--- config.mk ---
export PLATFORM = sky130hd
export DESIGN_NAME = gtx_8x10enc_par
export DESIGN_NICKNAME = d
export VERILOG_FILES = /design/src/rtl/gtx_8x10enc_par.sv
export SDC_FILE = /design/constraint.sdc
export NUM_CORES = 1
export LEC_CHECK = 0
export ABC_AREA = 1
export CORE_ASPECT_RATIO = 0.5
export CORE_MARGIN = 1
export CORE_UTILIZATION = 50
export CTS_CLUSTER_DIAMETER = 60
export DETAILED_ROUTE_END_ITERATION = 7
export PLACE_DENSITY = 0.68
export RECOVER_POWER = 25
export SYNTH_ARGS = -nofsm -noshare
export SYNTH_HDL_FRONTEND = slang
export SYNTH_SLANG_ARGS = --single-unit
export TNS_END_PERCENT = 5
--- constraint.sdc ---
create_clock -name clk -period 3.8 [get_ports clk]
set_input_delay 0.95 -clock clk [delete_from_list [all_inputs] [get_ports clk]]
set_output_delay 0.95 -clock clk [all_outputs]
set_load 0.01 [all_outputs]
--- src/rtl/gtx_8x10enc_par.sv ---
// gtx_8x10enc_par: logic-only 8b/10b encoder, BYTES characters per clock.
// Stage 1 precomputes both-disparity sub-blocks, stage 2 chains disparity.
module gtx_8x10enc_par #(
  parameter int BYTES   = 2,
  parameter int CHECK_K = 1
) (
  input  logic                clk,
  input  logic                rst_n,
  input  logic                in_valid,
  input  logic [BYTES-1:0]    inisk,
  input  logic [8*BYTES-1:0]  indata,
  input  logic [BYTES-1:0]    force_en,
  input  logic [BYTES-1:0]    force_val,
  output logic                out_valid,
  output logic [10*BYTES-1:0] outdata,
  output logic                out_disp,
  output logic [BYTES-1:0]    k_err
);

  typedef struct packed {
    logic [5:0] c6n;
    logic [5:0] c6p;
    logic       n6;
    logic [3:0] c4n;
    logic [3:0] c4p;
    logic       n4;
    logic       kerr;
    logic       fen;
    logic       fval;
  } s1_t;

  // RD- column, abcdei with a in the MSB
  function automatic logic [5:0] tab6(input logic [4:0] x);
    logic [5:0] c;
    case (x)
      5'd0:    c = 6'b100111;
      5'd1:    c = 6'b011101;
      5'd2:    c = 6'b101101;
      5'd3:    c = 6'b110001;
      5'd4:    c = 6'b110101;
      5'd5:    c = 6'b101001;
      5'd6:    c = 6'b011001;
      5'd7:    c = 6'b111000;
      5'd8:    c = 6'b111001;
      5'd9:    c = 6'b100101;
      5'd10:   c = 6'b010101;
      5'd11:   c = 6'b110100;
      5'd12:   c = 6'b001101;
      5'd13:   c = 6'b101100;
      5'd14:   c = 6'b011100;
      5'd15:   c = 6'b010111;
      5'd16:   c = 6'b011011;
      5'd17:   c = 6'b100011;
      5'd18:   c = 6'b010011;
      5'd19:   c = 6'b110010;
      5'd20:   c = 6'b001011;
      5'd21:   c = 6'b101010;
      5'd22:   c = 6'b011010;
      5'd23:   c = 6'b111010;
      5'd24:   c = 6'b110011;
      5'd25:   c = 6'b100110;
      5'd26:   c = 6'b010110;
      5'd27:   c = 6'b110110;
      5'd28:   c = 6'b001110;
      5'd29:   c = 6'b101110;
      5'd30:   c = 6'b011110;
      default: c = 6'b101011;
    endcase
    return c;
  endfunction

  // RD- column, fghj with f in the MSB; y=7 is the primary form
  function automatic logic [3:0] tab4(input logic [2:0] y);
    logic [3:0] c;
    case (y)
      3'd0:    c = 4'b1011;
      3'd1:    c = 4'b1001;
      3'd2:    c = 4'b0101;
      3'd3:    c = 4'b1100;
      3'd4:    c = 4'b1101;
      3'd5:    c = 4'b1010;
      3'd6:    c = 4'b0110;
      default: c = 4'b1110;
    endcase
    return c;
  endfunction

  function automatic logic [5:0] rev6(input logic [5:0] v);
    logic [5:0] r;
    for (int i = 0; i < 6; i++) r[i] = v[5-i];
    return r;
  endfunction

  function automatic logic [3:0] rev4(input logic [3:0] v);
    logic [3:0] r;
    for (int i = 0; i < 4; i++) r[i] = v[3-i];
    return r;
  endfunction

  function automatic s1_t pre(
    input logic [7:0] b,
    input logic       k,
    input logic       fe,
    input logic       fv
  );
    s1_t        s;
    logic [4:0] x;
    logic [2:0] y;
    logic       kl;
    logic       k28;
    logic       k7;
    logic       d7;
    logic       nb;
    logic       a7n;
    logic       a7p;
    logic [5:0] c6;
    logic [3:0] c4;
    logic [3:0] c4n;
    logic [3:0] c4p;
    x   = b[4:0];
    y   = b[7:5];
    kl  = (x == 5'd28) ||
          ((y == 3'd7) &&
           (x == 5'd23 || x == 5'd27 ||
            x == 5'd29 || x == 5'd30));
    k28 = k && kl && (x == 5'd28);
    k7  = k && kl && (y == 3'd7);
    c6  = k28 ? 6'b001111 : tab6(x);
    d7  = !k28 && (x == 5'd7);
    s.n6  = ($countones(c6) == 3);
    s.c6n = rev6(c6);
    s.c6p = rev6((s.n6 && !d7) ? c6 : ~c6);
    c4  = tab4(y);
    nb  = (y == 3'd1) || (y == 3'd2) ||
          (y == 3'd5) || (y == 3'd6);
    a7n = (x == 5'd17) || (x == 5'd18) ||
          (x == 5'd20);
    a7p = (x == 5'd11) || (x == 5'd13) ||
          (x == 5'd14);
    s.n4 = nb || (y == 3'd3);
    // K28 neutral 4b codes are the complements of the data forms
    if (k7 || (y == 3'd7 && a7n))
      c4n = 4'b0111;
    else if (k28 && nb)
      c4n = ~c4;
    else
      c4n = c4;
    if (k7 || (y == 3'd7 && a7p))
      c4p = 4'b1000;
    else if (nb)
      c4p = c4;
    else
      c4p = ~c4;
    s.c4n  = rev4(c4n);
    s.c4p  = rev4(c4p);
    s.kerr = (CHECK_K != 0) && k && !kl;
    s.fen  = fe;
    s.fval = fv;
    return s;
  endfunction

  s1_t [BYTES-1:0]     s1_d;
  s1_t [BYTES-1:0]     s1_q;
  logic                s1_v;
  logic                rd_q;
  logic                rd_d;
  logic                rd_c;
  logic [10*BYTES-1:0] enc_d;
  logic [BYTES-1:0]    kerr_d;

  always_comb begin
    s1_d = '0;
    for (int i = 0; i < BYTES; i++)
      s1_d[i] = pre(indata[8*i +: 8], inisk[i],
                    force_en[i], force_val[i]);
  end

  always_ff @(posedge clk or negedge rst_n) begin
    if (!rst_n) begin
      s1_v <= 1'b0;
      s1_q <= '0;
    end else begin
      s1_v <= in_valid;
      if (in_valid) s1_q <= s1_d;
    end
  end

  // rd_q is already updated by the previous word when this one arrives
  always_comb begin
    rd_c   = rd_q;
    enc_d  = '0;
    kerr_d = '0;
    for (int i = 0; i < BYTES; i++) begin
      if (s1_q[i].fen) rd_c = s1_q[i].fval;
      enc_d[10*i +: 6] = rd_c ? s1_q[i].c6p : s1_q[i].c6n;
      rd_c = rd_c ^ !s1_q[i].n6;
      enc_d[10*i+6 +: 4] = rd_c ? s1_q[i].c4p : s1_q[i].c4n;
      rd_c = rd_c ^ !s1_q[i].n4;
      kerr_d[i] = s1_q[i].kerr;
    end
    rd_d = rd_c;
  end

  always_ff @(posedge clk or negedge rst_n) begin
    if (!rst_n) begin
      out_valid <= 1'b0;
      outdata   <= '0;
      rd_q      <= 1'b0;
      k_err     <= '0;
    end else begin
      out_valid <= s1_v;
      k_err     <= s1_v ? kerr_d : '0;
      if (s1_v) begin
        outdata <= enc_d;
        rd_q    <= rd_d;
      end
    end
  end

  assign out_disp = rd_q;

endmodule
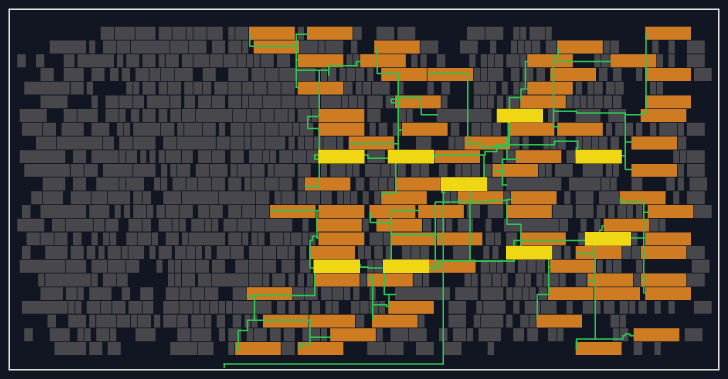
(run_1/clock_map.png)
- clock wires: green (length 828 um)
- cells driving clock nets: yellow (count 9)
- flip-flops: orange (count 75)
- routed clock nets: 10
worst setup skew after layout: 0.004331 ns
clock share of power: 30.4%

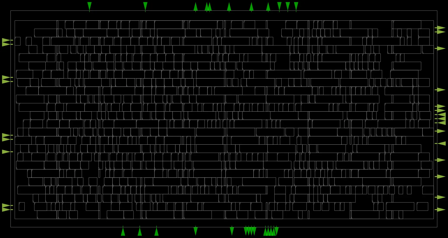
(run_1/final_placement.png)
Filler Cells Inserted: 612
floorplan row count: 24
total number of sequential cells: 75

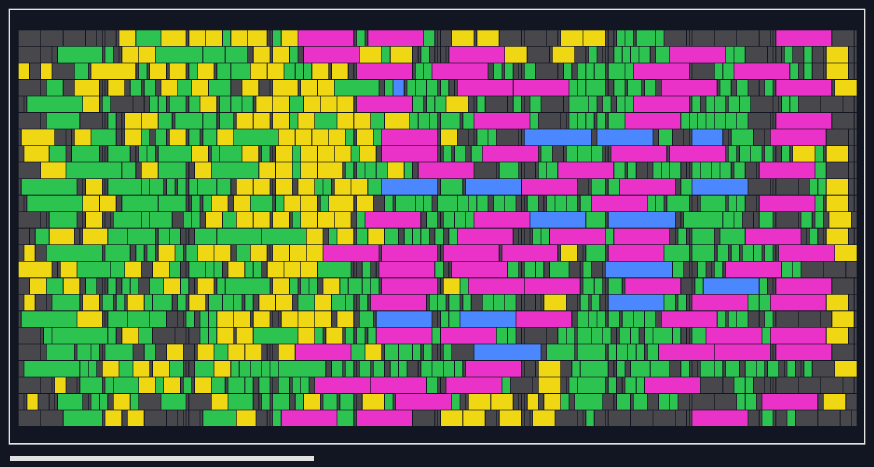
(run_1/cell_classes.png)
Scale bar: 50 um. Fill, decap, tap and diode cells in gray.
- all other logic: green (cells 512; share of their area 44%)
- clock drivers and dummy loads: blue (cells 15; share of their area 5.2%)
- other buffers and delay cells: yellow (cells 201; share of their area 24%)
- flip-flops: magenta (cells 75; share of their area 27%)
share of cell area taken by flip-flops and latches: 26.39%
Util after Layout: 78.94%
area of all placed cells without fillers: 0.007112 sq mm
Floorplan Core Area: 0.009009 sq mm

==> run notes, run 1 <==
run results: leading cell category by total area logic gates, clock insertion delay at the later pin of the skew report 0.33 ns, total half-perimeter wirelength after legalization and detailed placement slightly below 9000 um, highest ir drop seen on vdd 0.2792 mV, sequential power between 1000 and 1500 uW, Design Power 3382 uW, library cell occupying the most area in the post-synthesis netlist sky130_fd_sc_hd__dfrtp_1, non-clock buffer area fraction after layout 23.17%, time the worst path needs with I/O delays and setup 4.372 ns, pin count of the biggest net entering global routing around 76, total congestion overflow 0, Worst path depth 19, number of input and output port buffers inserted ~48, number of maximum-capacitance constraint violations 0, distinct cell type count after synthesis roughly 40, Metal-1 WL 6336 um, Crit Path Category input pin to flip-flop, quantity of gates resized following cts between 90 and 100, number of enable flip-flop cells 0, internal power around 2300 uW, post-synthesis instance total about 610, fraction of registers with async set or reset after synthesis 100.0%, portion of total power attributed to sequential cells 32.1%, total number of vias 4926, failing checks negative setup slack, layout multi-input combinational cell count 418, endpoint of the worst hold-timing path outdata[16], first-pass GRT wire length roughly 23000 um, post-synth design cell area between 0.004 and 0.005 sq mm, number of setup violations in the final report 15, maximum root-to-sink buffer count 2, total routed wirelength roughly 14000 um, die x size roughly 140 um, leading cell types in the layout, fill and taps excluded 144 x sky130_fd_sc_hd__buf_4, 124 x sky130_fd_sc_hd__nand2_1, 75 x sky130_fd_sc_hd__dfrtp_1, post-synthesis cell count from yosys between 600 and 700, source of the worst hold timing path outdata[16], largest stage delay on the critical path roughly 0.58 ns, global routing usage on met3 7.286%, number of cells in the finished layout apart from fillers just over 900, top cells by count 132 x sky130_fd_sc_hd__nand2_1, 78 x sky130_fd_sc_hd__inv_1, 75 x sky130_fd_sc_hd__dfrtp_1, 57 x sky130_fd_sc_hd__o21ai_0, 43 x sky130_fd_sc_hd__nand3_1, post-detailed-route count of antenna-violating nets 0, detailed-routing iteration count for the pre-antenna-repair pass 5, post-route worst setup slack -0.5724 ns, Final Max Slew Viols 0, clock transition at the registers of the reported paths 0.06 ns, Primary FF master, synth sky130_fd_sc_hd__dfrtp_1, detailed-route vias per instance between 5 and 6, P_sw 1080 uW, largest registers s1_q (48), outdata (20), worst-path maximum fanout 6, chip area estimate from yosys synthesis roughly 0.0048 sq mm, nonclk inv count ~94, length of routed met2 wiring 6641 um, met2 Use GR 49.28%, number of hold buffers added after cts 0, nets between 800 and 900, CP Buf/Inv Count 6, portion of total power attributed to combinational logic 37.5%, run status finished with violations, top power consumer group combinational logic, # clock sinks 75, number of cells traversed by the worst hold path 2, AO/OA Area Share between 10% and 20%, path category of the worst min-delay check flip-flop to flip-flop
==> run 2: changes to the inputs <==
- SKIP_CTS_REPAIR_TIMING: not set -> 1
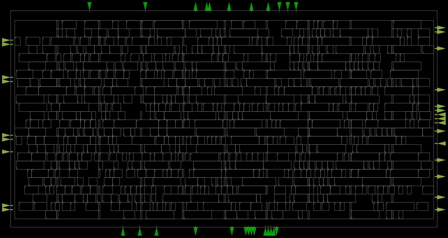
(run_2/final_placement.png)
Tapcell Cnt: 117
share of cell area taken by flip-flops and latches: 28.40%

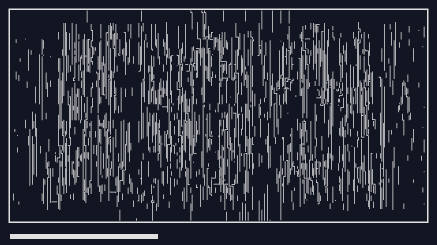
(run_2/met2.png)
Scale bar: 50 um.
- longest straight run: 30.6 um
- main direction: vertical
total number of vias: 4491
total routed wirelength: 12080 um
met2 Use GR: 40.11%

==> run 2 against run 1 <==
Effect of this change: the flow finishes with violations (max-capacitance violations, max-slew violations, negative setup slack); sequential power is essentially flat; sequential share of layout area grew 2.0 points; critical path depth stayed put; cell count fell by 6.4%; wire length shrank 16%; setup slack gained 0.13 ns; fmax grew 2.9%; critical path type unchanged.
==> run notes, run 2 <==
run results: number of cells in the finished layout apart from fillers 861 (-6.4%), total of warnings raised by yosys 0, global-route usage over all layers between 20% and 30%, detailed-routing iteration count for the pre-antenna-repair pass 5 (unchanged), simple-gate portion of the synthesized area between 20% and 30%, Net Sw Frac 31.32%, worst setup skew after layout 0.003836 ns (-0.0004950 ns), length of routed met2 wiring 5470 um (-18%), clock share of power 31.9% (+1.5 points), clock-cell share of area around 5.5%, post-route worst setup slack -0.4474 ns (+0.1251 ns), post-detailed-route count of antenna-violating nets 0 (unchanged), tool warning count about 46, Filler Cells Inserted 706 (+15%), leading cell category by total area logic gates, top power consumer group combinational logic, time the worst path needs with I/O delays and setup 4.247 ns (-0.1251 ns), pin count of the biggest net entering global routing 76 (unchanged), launch point of the worst reg-to-reg path s1_v, detailed-route vias per instance 5.216 (-2.6%), flip-flop count of the largest register, all copies and words added 48, post-synth design cell area 0.004798 sq mm (unchanged), number of enable flip-flop cells 0 (unchanged), RSZ-0062 raised after global routing true, sequential cell area in the final layout 0.001877 sq mm, post-synthesis instance total 607 (unchanged), highest ir drop seen on vdd 0.2741 mV (-1.8%), worst-path maximum fanout 5 (-1), die outline height around 71 um, Worst Max-Slew Pin Slew 1.809 ns, Metal-1 WL 5783 um (-8.7%), portion of total power attributed to combinational logic 34.4% (-3.1 points), distinct cell type count after synthesis 40 (unchanged), kind of cell adding the most delay to the critical path adder cells, P_sw 1009 uW (-6.5%), Crit Path Category input pin to flip-flop, Final Max Slew Viols 76 (+76), nets 794 (-6.9%), DP Worst Slack -1.240 ns, post-synthesis xor/xnor area fraction approximately 1.3%, failing checks max-capacitance violations, max-slew violations, negative setup slack, top logic cell family in the synthesized netlist simple AND/OR/NAND/NOR gates, portion of total power attributed to sequential cells 33.7% (+1.6 points), CP Buf/Inv Count 8 (+2), largest stage delay on the critical path 0.56 ns (-0.02 ns), most frequently used cell type in the post-synthesis netlist sky130_fd_sc_hd__nand2_1, capturing element type of the critical path flip-flop, endpoint of the worst hold-timing path k_err[0], Largest type area fraction about two fifths, maximum root-to-sink buffer count 2 (unchanged), internal power 2213 uW (-3.9%), number of input and output port buffers inserted 48 (unchanged), clock tree from TritonCTS yes, chip area estimate from yosys synthesis 0.004798 sq mm (unchanged), Primary FF master, synth sky130_fd_sc_hd__dfrtp_1, number of setup violations in the final report 14 (-1), initial antenna violation count 0, source of the worst hold timing path kerr_d[0], effective utilization at floorplan 53.26%, run status finished with violations, layout multi-input combinational cell count 418 (unchanged), library cell occupying the most area in the post-synthesis netlist sky130_fd_sc_hd__dfrtp_1, total congestion overflow 0 (unchanged), die x size 140.5 um (unchanged), global routing usage on met3 6.350% (-0.94 points), highest signal layer in the routed design met4, Combinational Area 0.002620 sq mm, leading cell types in the layout, fill and taps excluded 127 x sky130_fd_sc_hd__nand2_1, 87 x sky130_fd_sc_hd__buf_4, 75 x sky130_fd_sc_hd__dfrtp_1, fraction of registers with async set or reset after synthesis 100.0% (unchanged), antenna fix cells 0, post-synthesis cell count from yosys 607 (unchanged), path category of the worst min-delay check flip-flop to flip-flop, number of maximum-capacitance constraint violations 1 (+1), AO/OA Area Share 15.83% (unchanged), total I/O pin count about 50, Design Power 3222 uW (-4.7%), clock insertion delay at the later pin of the skew report 0.33 ns (about the same), sequential power 1090 uW (about the same), first-pass GRT wire length 20140 um (-13%), Critical R2R Capture outdata[12], largest registers s1_q (48), outdata (20), master cell of the clock root buffer sky130_fd_sc_hd__clkbuf_16, top cells by count 132 x sky130_fd_sc_hd__nand2_1, 78 x sky130_fd_sc_hd__inv_1, 75 x sky130_fd_sc_hd__dfrtp_1, 57 x sky130_fd_sc_hd__o21ai_0, 43 x sky130_fd_sc_hd__nand3_1, # clock sinks 75 (unchanged), total half-perimeter wirelength after legalization and detailed placement 8779 um (unchanged), GPL Wtd Cong 0.8740, nonclk inv count 94 (unchanged), Worst path depth 19 (unchanged), post-synthesis average cell area around 8 sq um, power drawn by the clock network between 1000 and 1500 uW, floorplan row count 24 (unchanged), Floorplan Core Area 0.009009 sq mm (unchanged), total number of sequential cells 75 (unchanged), DRC errors left 0, vias in the first global route 4250, non-clock buffer area fraction after layout 18.59% (-4.6 points), met1 track demand over resource a little over a third, number of cells traversed by the worst hold path 2 (unchanged), number of DRC violations after detailed-routing iteration 0 281, clock transition at the registers of the reported paths 0.06 ns (about the same)
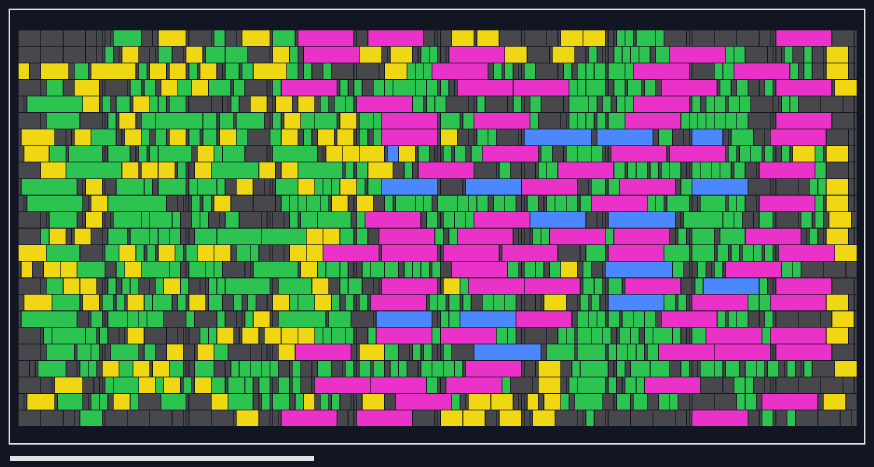
(run_2/cell_classes.png)
Scale bar: 50 um. Fill, decap, tap and diode cells in gray.
- flip-flops: magenta (cells 75; share of their area 29%)
- other buffers and delay cells: yellow (cells 142; share of their area 19%)
- clock drivers and dummy loads: blue (cells 15; share of their area 5.6%)
- all other logic: green (cells 512; share of their area 46%)
area of all placed cells without fillers: 0.006608 sq mm
Util after Layout: 73.35%

No activity file was given, so power comes from the tool's default toggle rates.
